--- src/rtl/up_counter_target_if.sv ---
// Bundle of the control and status signals for up_counter_target.
// Ports:
//   start, clear, en, target : control, driven by the master
//   count, busy, paused, done, tc : status, driven by the counter (slave)
interface up_counter_target_if #(
    parameter int WIDTH = 6
);
    logic             start;
    logic             clear;
    logic             en;
    logic [WIDTH-1:0] target;
    logic [WIDTH-1:0] count;
    logic             busy;
    logic             paused;
    logic             done;
    logic             tc;

    modport master (
        output start, clear, en, target,
        input  count, busy, paused, done, tc
    );

    modport slave (
        input  start, clear, en, target,
        output count, busy, paused, done, tc
    );
endinterface

--- src/rtl/up_counter_target.sv ---
// Loadable up-counter: counts from 0 to a captured target and flags completion,
// with run/pause/done tracking and an optional auto-reload (wrap to 0) mode.
// Ports:
//   clk  : clock, rising edge
//   rst  : asynchronous reset, active high
//   bus  : up_counter_target_if.slave
//          start  - capture target and restart from 0
//          clear  - return to IDLE with count 0
//          en     - count enable, low pauses an active count
//          target - terminal value, sampled only on an accepted start
//          count  - current count
//          busy   - RUN or PAUSE
//          paused - PAUSE
//          done   - DONE (never reached with auto-reload)
//          tc     - one-cycle pulse on the edge count reaches the target
// Edge priority: rst > clear > start > en.
module up_counter_target #(
    parameter int WIDTH       = 6,
    parameter int AUTO_RELOAD = 0
) (
    input  logic             clk,
    input  logic             rst,
    up_counter_target_if.slave bus
);
    localparam bit               AR  = (AUTO_RELOAD != 0);
    localparam logic [WIDTH-1:0] ONE = {{(WIDTH-1){1'b0}}, 1'b1};

    typedef enum logic [1:0] {
        S_IDLE,
        S_RUN,
        S_PAUSE,
        S_DONE
    } state_t;

    state_t           state;
    logic [WIDTH-1:0] count_q;
    logic [WIDTH-1:0] target_q;
    logic             busy_q;
    logic             paused_q;
    logic             done_q;
    logic             tc_q;

    logic [WIDTH-1:0] step_cnt;
    logic             step_hit;

    // Without auto-reload an active count is always below target_q, so the
    // increment cannot overflow. With auto-reload the count sits on target_q
    // for one enabled edge and then wraps to 0.
    always_comb begin
        step_cnt = count_q + ONE;
        if (AR && (count_q == target_q)) begin
            step_cnt = '0;
        end
        step_hit = (step_cnt == target_q);
    end

    always_ff @(posedge clk or posedge rst) begin
        if (rst) begin
            state    <= S_IDLE;
            count_q  <= '0;
            target_q <= '0;
            busy_q   <= 1'b0;
            paused_q <= 1'b0;
            done_q   <= 1'b0;
            tc_q     <= 1'b0;
        end else begin
            tc_q <= 1'b0;
            if (bus.clear) begin
                state    <= S_IDLE;
                count_q  <= '0;
                busy_q   <= 1'b0;
                paused_q <= 1'b0;
                done_q   <= 1'b0;
            end else if (bus.start) begin
                target_q <= bus.target;
                count_q  <= '0;
                paused_q <= 1'b0;
                // A zero target is reached on the start edge itself.
                if (bus.target == '0) begin
                    tc_q <= 1'b1;
                end
                if ((bus.target == '0) && !AR) begin
                    state  <= S_DONE;
                    busy_q <= 1'b0;
                    done_q <= 1'b1;
                end else begin
                    state  <= S_RUN;
                    busy_q <= 1'b1;
                    done_q <= 1'b0;
                end
            end else begin
                case (state)
                    S_RUN, S_PAUSE: begin
                        if (bus.en) begin
                            // Resuming from PAUSE counts on the same edge.
                            count_q  <= step_cnt;
                            paused_q <= 1'b0;
                            state    <= S_RUN;
                            if (step_hit) begin
                                tc_q <= 1'b1;
                                if (!AR) begin
                                    state  <= S_DONE;
                                    busy_q <= 1'b0;
                                    done_q <= 1'b1;
                                end
                            end
                        end else begin
                            state    <= S_PAUSE;
                            paused_q <= 1'b1;
                        end
                    end
                    default: begin
                    end
                endcase
            end
        end
    end

    assign bus.count  = count_q;
    assign bus.busy   = busy_q;
    assign bus.paused = paused_q;
    assign bus.done   = done_q;
    assign bus.tc     = tc_q;
endmodule

--- src/flat_wrapper.sv ---
// flat-port wrapper written by rule: the top's interface ports become plain ports
module up_counter_target_flat 
#(
    parameter int WIDTH       = 6,
    parameter int AUTO_RELOAD = 0
)
  (clk, rst, bus_start, bus_clear, bus_en, bus_target, bus_count, bus_busy, bus_paused, bus_done, bus_tc);
  up_counter_target_if #(.WIDTH(WIDTH)) bus_i ();
  input  logic clk;
  input  logic rst;
  input wire logic [$bits(bus_i.start)-1:0] bus_start;
  input wire logic [$bits(bus_i.clear)-1:0] bus_clear;
  input wire logic [$bits(bus_i.en)-1:0] bus_en;
  input wire logic [$bits(bus_i.target)-1:0] bus_target;
  output wire logic [$bits(bus_i.count)-1:0] bus_count;
  output wire logic [$bits(bus_i.busy)-1:0] bus_busy;
  output wire logic [$bits(bus_i.paused)-1:0] bus_paused;
  output wire logic [$bits(bus_i.done)-1:0] bus_done;
  output wire logic [$bits(bus_i.tc)-1:0] bus_tc;
  assign bus_i.start = bus_start;
  assign bus_i.clear = bus_clear;
  assign bus_i.en = bus_en;
  assign bus_i.target = bus_target;
  assign bus_count = bus_i.count;
  assign bus_busy = bus_i.busy;
  assign bus_paused = bus_i.paused;
  assign bus_done = bus_i.done;
  assign bus_tc = bus_i.tc;
  up_counter_target #(.WIDTH(WIDTH), .AUTO_RELOAD(AUTO_RELOAD)) u_core (.clk(clk), .rst(rst), .bus(bus_i));
endmodule
--- config.mk ---
export PLATFORM = sky130hd
export DESIGN_NAME = up_counter_target_flat
export DESIGN_NICKNAME = d
export VERILOG_FILES = /design/src/rtl/up_counter_target_if.sv /design/src/rtl/up_counter_target.sv /design/src/flat_wrapper.sv
export SDC_FILE = /design/constraint.sdc
export NUM_CORES = 1
export LEC_CHECK = 0
export CORE_MARGIN = 5
export CORE_UTILIZATION = 44
export CTS_CLUSTER_SIZE = 24
export DETAILED_ROUTE_END_ITERATION = 10
export PLACE_DENSITY = 0.74
export SYNTH_ARGS = -nofsm -noshare
export SYNTH_HDL_FRONTEND = slang
export SYNTH_SLANG_ARGS = --single-unit
--- constraint.sdc ---
create_clock -name clk -period 1.91 [get_ports clk]
set_clock_uncertainty 0.2 [all_clocks]
set_input_delay 0.382 -clock clk [delete_from_list [all_inputs] [get_ports clk]]
set_output_delay 0.382 -clock clk [all_outputs]
set_load 0.01 [all_outputs]
Run 1, wires at chosen ports, followed through buffers:
(8 px per µm)
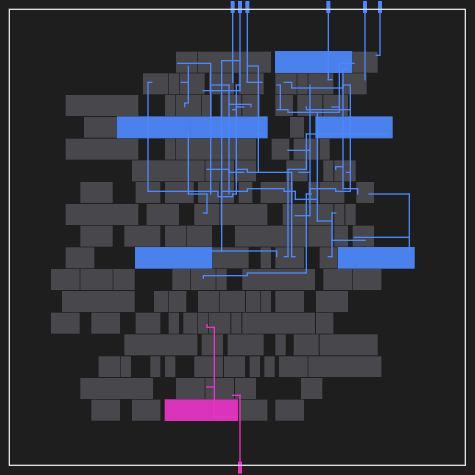
Key: magenta = `bus_done` [direction output, end cells 1, buffers 1, wire 25.4 µm]; blue = `bus_count` [direction output, end cells 6, buffers 13, wire 440 µm]

Run 1, the clock network:
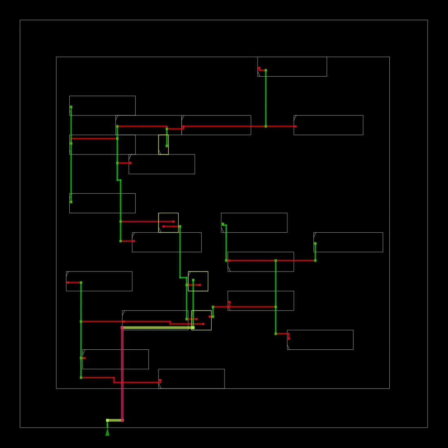
P_clk: 0.000195 W
TritonCTS Sinks: 18

Run 1, logic cells by family:
(6 px per µm)
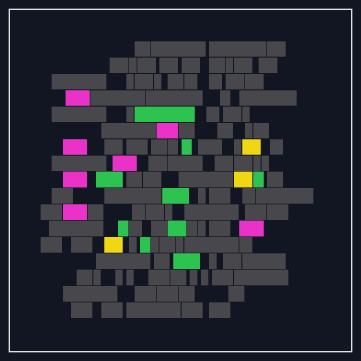
Key: green = inverting AOI/OAI gates [cells 9, where center]; yellow = AND-OR and OR-AND gates [cells 3]; magenta = multiplexers [cells 7, where middle left]

==> deck_impl_summary.md, run 1 <==
Synthesis and Place & Route Summary

Outcome
  • Status: finished with violations
  • Failing checks: setup timing

Worst setup path
  • CP Max Fanout: 3
  • Crit-path max cell delay: 0.46 ns
  • CP endpoint kind: flip-flop
  • Startpoint types: flip-flop
  • R2R depth: 5
  • Critical path, cell by cell: ha_4, xor2_2, a2111oi_4, nand3_2, a31o_1
  • Critical-path top delay cell: dfrtp_2
  • Crit Path Class: flip-flop to flip-flop
  • Critical Path RT: 1.89 ns
  • CP arrival: 1.95 ns

Run
  • Log Warnings: 28
  • Max cap viols: 0

Clock network
  • CTS Root Cell: clkbuf_4
  • CTS Hold Bufs: 0
  • CTS Buffer Depth: 2
  • H-tree depth: 1
  • Worst-Skew Late Latency: 0.29 ns
  • Clock-pin slew on the worst setup and hold paths: 0.10 ns
  • TritonCTS buffer count: 3
  • CTS tree: done

Routing
  • Final WL: 2.371 mm
  • Vias: 795
  • DR WL/cell: 15.40 µm
  • WL met2: 1.293 mm
  • DRT antenna net count: 0
  • DR pass1 iterations: 4
  • Top sig layer: met4
  • WL met1: 1.004 mm
  • Met3 WL: 61 µm
  • DRC Markers: 0
  • Detailed Route Iter0 Violations: 12
  • Via density: 5.162

Pwr
  • Pwr dens: 586.3 nW/µm²
  • Worst VDD drop: 430.7 µV
  • Pleak: 0.5783 nW
  • Total Power: 0.0008004 W

STA
  • Final Critical Period: 1.963 ns
  • Fin crit share: 102.8%
  • RSZ-0062 raised after global routing: true
  • Max Freq: 509.4 MHz
  • Worst-Margin Slew: 0.3602 ns
  • Final worst slack: -0.05296 ns
  • Endpoints failing hold: 0
  • Slew Limit Fails: 0
  • # setup viols final: 2
  • Slew Limit Headroom: 75.99%

Floorplan
  • I/O pin total: 21
  • FP Util: 44.90%
  • Cell Rows: 17
  • Core Footprint: 2148 µm²
  • Chip area: 3229 µm²
  • Die width: 56.83 µm
  • Die height: 56.83 µm

Logic synthesis
  • Yosys stat chip area: 964.7 µm²
  • Synth area leader: dfrtp_1
  • Adder Area Share: 2.335%
  • Floorplan Nets: 103
  • Ys flops: 18
  • Number of distinct library cells after synthesis: 32
  • Basic Gates by Area: 18.55%
  • # Cells Yosys: 91
  • Number of enable flip-flop cells: 0
  • Comb area leader: simple AND/OR/NAND/NOR gates
  • Yosys warns: 0
  • XORs/XNORs by Area: 10.89%
  • Top-area cell share: 46.69%
  • Area fraction in compound gates: 11.02%
  • Async set-reset flop share out of synthesis: 100.0%
  • Syn avg cell area: 10.60 µm²
  • Register area share after synthesis: 46.69%
  • Mapped Cells: 91
  • Main area contributors: dfrtp_1 47%, mux2_2 7.0%, nor2_1 5.8%
  • Most common reg cell: dfrtp_1
  • Cell area after synthesis: 964.7 µm²
  • Mux cell area share: 8.042%

Min path
  • Hold WC Path Type: input port to async pin

Final layout
  • # diodes: 0
  • Area grow syn2layout: 41.50%
  • NumNets Final: 139
  • Share of layout cells above drive strength 1: 31.75%

Placed design
  • Global placement routability congestion: 0.7960
  • DPL Wire Length: 1.841 mm
  • Setup slack at placement: -0.2941 ns
  • Number of port buffers: 20

Global route
  • Vias in the first global route: 848
  • Antenna violations before repair: 0
  • GR Overflow Total: 0
  • GR Util All Layers: 15.45%
  • First-pass GRT wire length: 3.912 mm
  • Largest net degree at the start of global routing: 19
-- run 1: worst paths after layout --
check	to	slack, ns	from
worst min-delay path	u_core.target_q[4]$_DFFE_PP0P_	0.21	rst
max in group asynchronous	u_core.bus.count[2]$_DFFE_PP0P_	1.08	rst
min in group clk	u_core.bus.busy$_DFFE_PP0P_	0.34	u_core.bus.busy$_DFFE_PP0P_
worst max-delay path	u_core.bus.busy$_DFFE_PP0P_	-0.05	u_core.bus.count[0]$_DFFE_PP0P_
worst max register to register	u_core.bus.busy$_DFFE_PP0P_	-0.05	u_core.bus.count[0]$_DFFE_PP0P_
worst min register to register	u_core.bus.busy$_DFFE_PP0P_	0.34	u_core.bus.busy$_DFFE_PP0P_
-- run 1: area by class of cell --
class	instances	area [µm²]
clock buffers	4	26.28
multi-input cells	67	529.3
repair buffers	33	302.8
fillers	171	783.3
inverters	4	15.01
well taps	28	35.03
flip-flops and latches	18	456.7
-- run 1: power by group --
part           switching [W]  internal (W)
logic              0.0000793     0.0000945
registers          0.0000232      0.000408
clock network       0.000114     0.0000810
-- run 1: per-layer routing --
metal	vias up	global-route usage, %
met4	0	4.305
li1	380	-
met2	18	28.38
met5	-	0
met3	2	2.529
met1	395	18.30
-- run 1: what timing repair did --
item                                    CTS  global route
setup buffers                             0             1
gates resized                             6             5
endpoints found under the setup margin    8             4
pin swaps                                 2             1
-- run 1: cells in the mapped netlist, types with 2 or more instances --
| library cell | count |
|---|---|
| xnor2_1 | 6 |
| o21ai_0 | 3 |
| nand3_1 | 4 |
| a31o_1 | 2 |
| a21oi_1 | 2 |
| dfrtp_1 | 18 |
| inv_1 | 4 |
| and2_1 | 3 |
| xor2_1 | 6 |
| mux2_2 | 6 |
| nor2_1 | 15 |
| nand2_1 | 2 |
-- run 1: metrics by stage --
| step | area (µm²) | TNS [ns] | utilization (%) | std cells | hold WS [ns] |
|---|---|---|---|---|---|
| 2_1_floorplan | 983.4 | 0 | - | 91 | 0.1202 |
| 3_3_place_gp | 1313 | -0.8842 | 61.09 | 149 | 0.2927 |
| 6_report | 1365 | -0.07780 | 63.54 | 154 | 0.2116 |
| 5_1_grt | 1365 | -0.2964 | 63.54 | 154 | 0.2556 |
| 4_1_cts | 1331 | -0.02323 | 61.97 | 153 | 0.2107 |
| 3_5_place_dp | 1313 | -1.035 | 61.09 | 149 | 0.2971 |
-- run 1: flip-flops by register name (all words and copies together) (netlist names) --
register and flops:
u_core.bus.count 6, u_core.target_q 6, u_core.state 2, u_core.bus.busy 1
u_core.bus.done 1, u_core.bus.paused 1, u_core.bus.tc 1
-- run 1: critical path: cells and delay by family, from the launching register on --
kind	cells	cell delay, ns
AND-OR/OR-AND	2	0.61
XOR/XNOR	1	0.16
adder cells (fa/ha/maj)	1	0.26
flip-flops	1	0.46
AND/OR/NAND/NOR	1	0.16
-- run 1: cell usage in the layout, fill, tap and decap left out, types with 2 or more instances in the layout --
cell type	count
nand2_1	2
dfrtp_2	5
o21ai_0	3
inv_1	4
nand3_2	2
mux2_2	6
xnor2_1	6
dlygate4sd2_1	6
xor2_1	5
nor2_1	15
and2_1	3
clkbuf_4	3
a31o_1	2
buf_4	12
clkdlybuf4s50_1	14
nand3_1	3
dfrtp_1	13
Run 1, sequential cells colored by netlist name:
(4 px per µm)
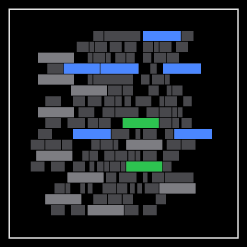

==> run 1 -> run 2 <==
REMOVE_ABC_BUFFERS = 1   (was not set)
Run 2, sequential cells colored by netlist name:
(4 px per µm)
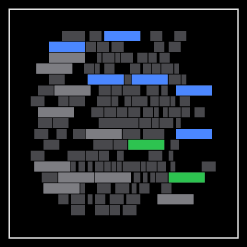
Key: green = `u_core.state` [flops 2]; blue = `u_core.bus.count` [flops 6]
Another 10 sequential cells are not colored.

Run 2, the clock network:
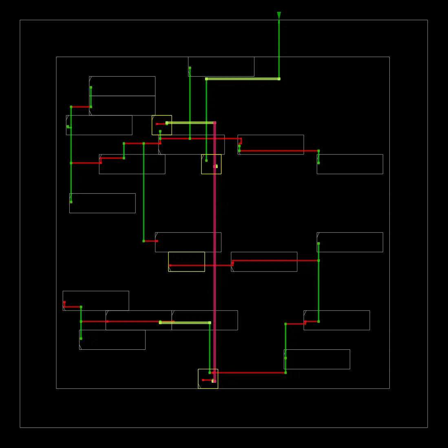
TritonCTS buffer count: 3
P_clk: 0.000245 W

==> deck_impl_summary.md, run 2 <==
Synthesis and Place & Route Summary

Outcome
  • Status: finished with violations
  • Failing checks: setup timing

STA
  • Final Critical Period: 1.924 ns
  • Slew Limit Fails: 0
  • Max Freq: 519.8 MHz
  • # setup viols final: 2
  • Final worst slack: -0.01369 ns
  • Fin crit share: 100.7%
  • Slew Limit Headroom: 79.77%
  • RSZ-0062 raised after global routing: true
  • Worst-Margin Slew: 0.3035 ns
  • Final hold slack: 0.2107 ns
  • Endpoints failing hold: 0

Floorplan
  • Die height: 56.83 µm
  • Die width: 56.83 µm
  • I/O pin total: 21
  • Cell Rows: 17
  • Chip area: 3229 µm²
  • FP Util: 44.90%
  • Core Footprint: 2148 µm²

Logic synthesis
  • Register area share after synthesis: 46.69%
  • Basic Gates by Area: 18.55%
  • Most frequent cell after synthesis: dfrtp_1
  • Mux cell area share: 8.042%
  • Top-area cell share: 46.69%
  • Ys flops: 18
  • Area fraction in compound gates: 11.02%
  • Main area contributors: dfrtp_1 47%, mux2_2 7.0%, nor2_1 5.8%
  • # Cells Yosys: 91
  • Cell area after synthesis: 964.7 µm²
  • Syn avg cell area: 10.60 µm²
  • Synth area leader: dfrtp_1
  • Comb area leader: simple AND/OR/NAND/NOR gates
  • Commonest cells post-synth: 18 x dfrtp_1, 15 x nor2_1, 6 x mux2_2, 6 x xnor2_1, 6 x xor2_1
  • Adder Area Share: 2.335%
  • Async set-reset flop share out of synthesis: 100.0%
  • Mapped Cells: 91
  • Yosys warns: 0
  • XORs/XNORs by Area: 10.89%
  • Number of enable flip-flop cells: 0
  • Number of distinct library cells after synthesis: 32
  • Yosys stat chip area: 964.7 µm²
  • Most common reg cell: dfrtp_1

Clock network
  • TritonCTS Sinks: 18
  • CTS Hold Bufs: 0
  • H-tree depth: 1
  • Clock-pin slew on the worst setup and hold paths: 0.11 ns
  • CTS Buffer Depth: 2
  • Worst-Skew Late Latency: 0.30 ns
  • CTS tree: done
  • CTS Root Cell: clkbuf_4

Worst setup path
  • Critical path origin: u_core.target_q[5]$_DFFE_PP0P_
  • FF-to-FF setup slack: -0.01 ns
  • CP arrival: 1.93 ns
  • Critical Path RT: 1.91 ns
  • Worst r2r src: u_core.target_q[5]$_DFFE_PP0P_
  • R2R depth: 5
  • CP Max Fanout: 3
  • Startpoint types: flip-flop
  • Crit Path Class: flip-flop to flip-flop
  • CP endpoint kind: flip-flop
  • CP Capture Point: u_core.bus.busy$_DFFE_PP0P_
  • R2r endpoint: u_core.bus.busy$_DFFE_PP0P_

Pwr
  • Worst VDD drop: 459.2 µV
  • Pwr dens: 618.7 nW/µm²
  • Pleak: 0.6152 nW

Routing
  • Detailed Route Iter0 Violations: 11
  • Final WL: 2.206 mm
  • DRT antenna net count: 0
  • DR WL/cell: 13.96 µm
  • DRC Markers: 0
  • Vias: 811
  • Via density: 5.133
  • DR pass1 iterations: 4

Global route
  • First-pass GRT wire length: 3.450 mm
  • GR Overflow Total: 0
  • Largest net degree at the start of global routing: 19
  • Antenna violations before repair: 0
  • GR Util All Layers: 14.15%
  • Vias in the first global route: 797

Final layout
  • # diodes: 0
  • Most used logic cell in the final layout: dfrtp_1
  • Comb area: 514.2 µm²
  • Fin util: 63.83%
  • Filler cell count: 178
  • Area grow syn2layout: 42.15%
  • Share of layout cells above drive strength 1: 29.23%
  • NumNets Final: 143
  • Top cells excl fill/tap: 18 x dfrtp_1, 17 x buf_4, 15 x nor2_1
  • Register area: 450.4 µm²

Placed design
  • DPL Wire Length: 1.760 mm
  • Global placement routability congestion: 0.8354
  • Number of port buffers: 20

Run
  • Max cap viols: 0
  • Log Warnings: 27

Min path
  • Hold WC Path Type: input port to async pin
run 2: cell counts after synthesis:
No cell type changed its count.
run 2: cells by family after synthesis:
family / Yosys count
muxes: 7
AOI/OAI and AO/OA: 12
adders and majority gates: 2
and+or+nand+nor: 34
DFF: 18
xor gates and xnor gates: 12
buffers and inverters: 6
run 2: cell type report:
type / count / area share (%)
Tap cell: 28 / 2.555
Sequential cell: 18 / 32.85
Inverter: 4 / 1.095
Timing Repair Buffer: 37 / 23.36
Clock buffer: 4 / 2.646
Multi-Input combinational cell: 67 / 37.50
run 2: layer usage:
| metal | global-route usage (%) | up-vias | part of all wire, % |
|---|---|---|---|
| met5 | 0 | - | 0 |
| met4 | 7.947 | 0 | 1.6 |
| met3 | 2.069 | 3 | 3.6 |
| met2 | 25.08 | 16 | 54 |
| met1 | 15.98 | 404 | 41 |
| li1 | - | 388 | - |
run 2: repair_timing:
action                     4_1_cts  5_1_grt
pin swaps                        4        3
buffers inserted                 0        1
setup endpoints to repair        9        4
resized                          6        5
run 2: through the flow:
| step | power (W) | worst slack (ns) | TNS [ns] | area (µm²) | cells |
|---|---|---|---|---|---|
| floorplan | 0.0005266 | -0.09230 | -0.1392 | 955.9 | 89 |
| global placement | 0.0005963 | -0.2548 | -0.9534 | 1311 | 153 |
| detailed placement | 0.0006038 | -0.2949 | -1.079 | 1311 | 153 |
| CTS | 0.0008508 | -0.05829 | -0.05829 | 1340 | 157 |
| global route | 0.0008946 | -0.09023 | -0.2539 | 1371 | 158 |
| finish | 0.0008485 | -0.01369 | -0.02736 | 1371 | 158 |
run 2: worst min path at each step:
stage                                      startpoint                             end  slack [ns]
final                                             rst   u_core.bus.paused$_DFFE_PP0P_        0.21
after global routing                              rst   u_core.bus.paused$_DFFE_PP0P_        0.21
after CTS                                         rst  u_core.target_q[2]$_DFFE_PP0P_        0.21
after detailed placement  u_core.bus.busy$_DFFE_PP0P_     u_core.bus.busy$_DFFE_PP0P_        0.30
after global placement    u_core.bus.busy$_DFFE_PP0P_     u_core.bus.busy$_DFFE_PP0P_        0.29
after floorplan                                   rst     u_core.bus.busy$_DFFE_PP0P_        0.12
run 2: report_power, final:
group	internal, W	switching (W)
combinational	0.0000945	0.0000769
sequential	0.000408	0.0000244
clock	0.000116	0.000128
run 2: worst max-delay path: stages, from the launching register on:
cell and delay [ns]:
dfrtp_1 0.44, xnor2_2 0.16, or3_4 0.34, a2111oi_4 0.34, nand3_2 0.14, a31o_1 0.20
Power is estimated from default activity; no workload was simulated.
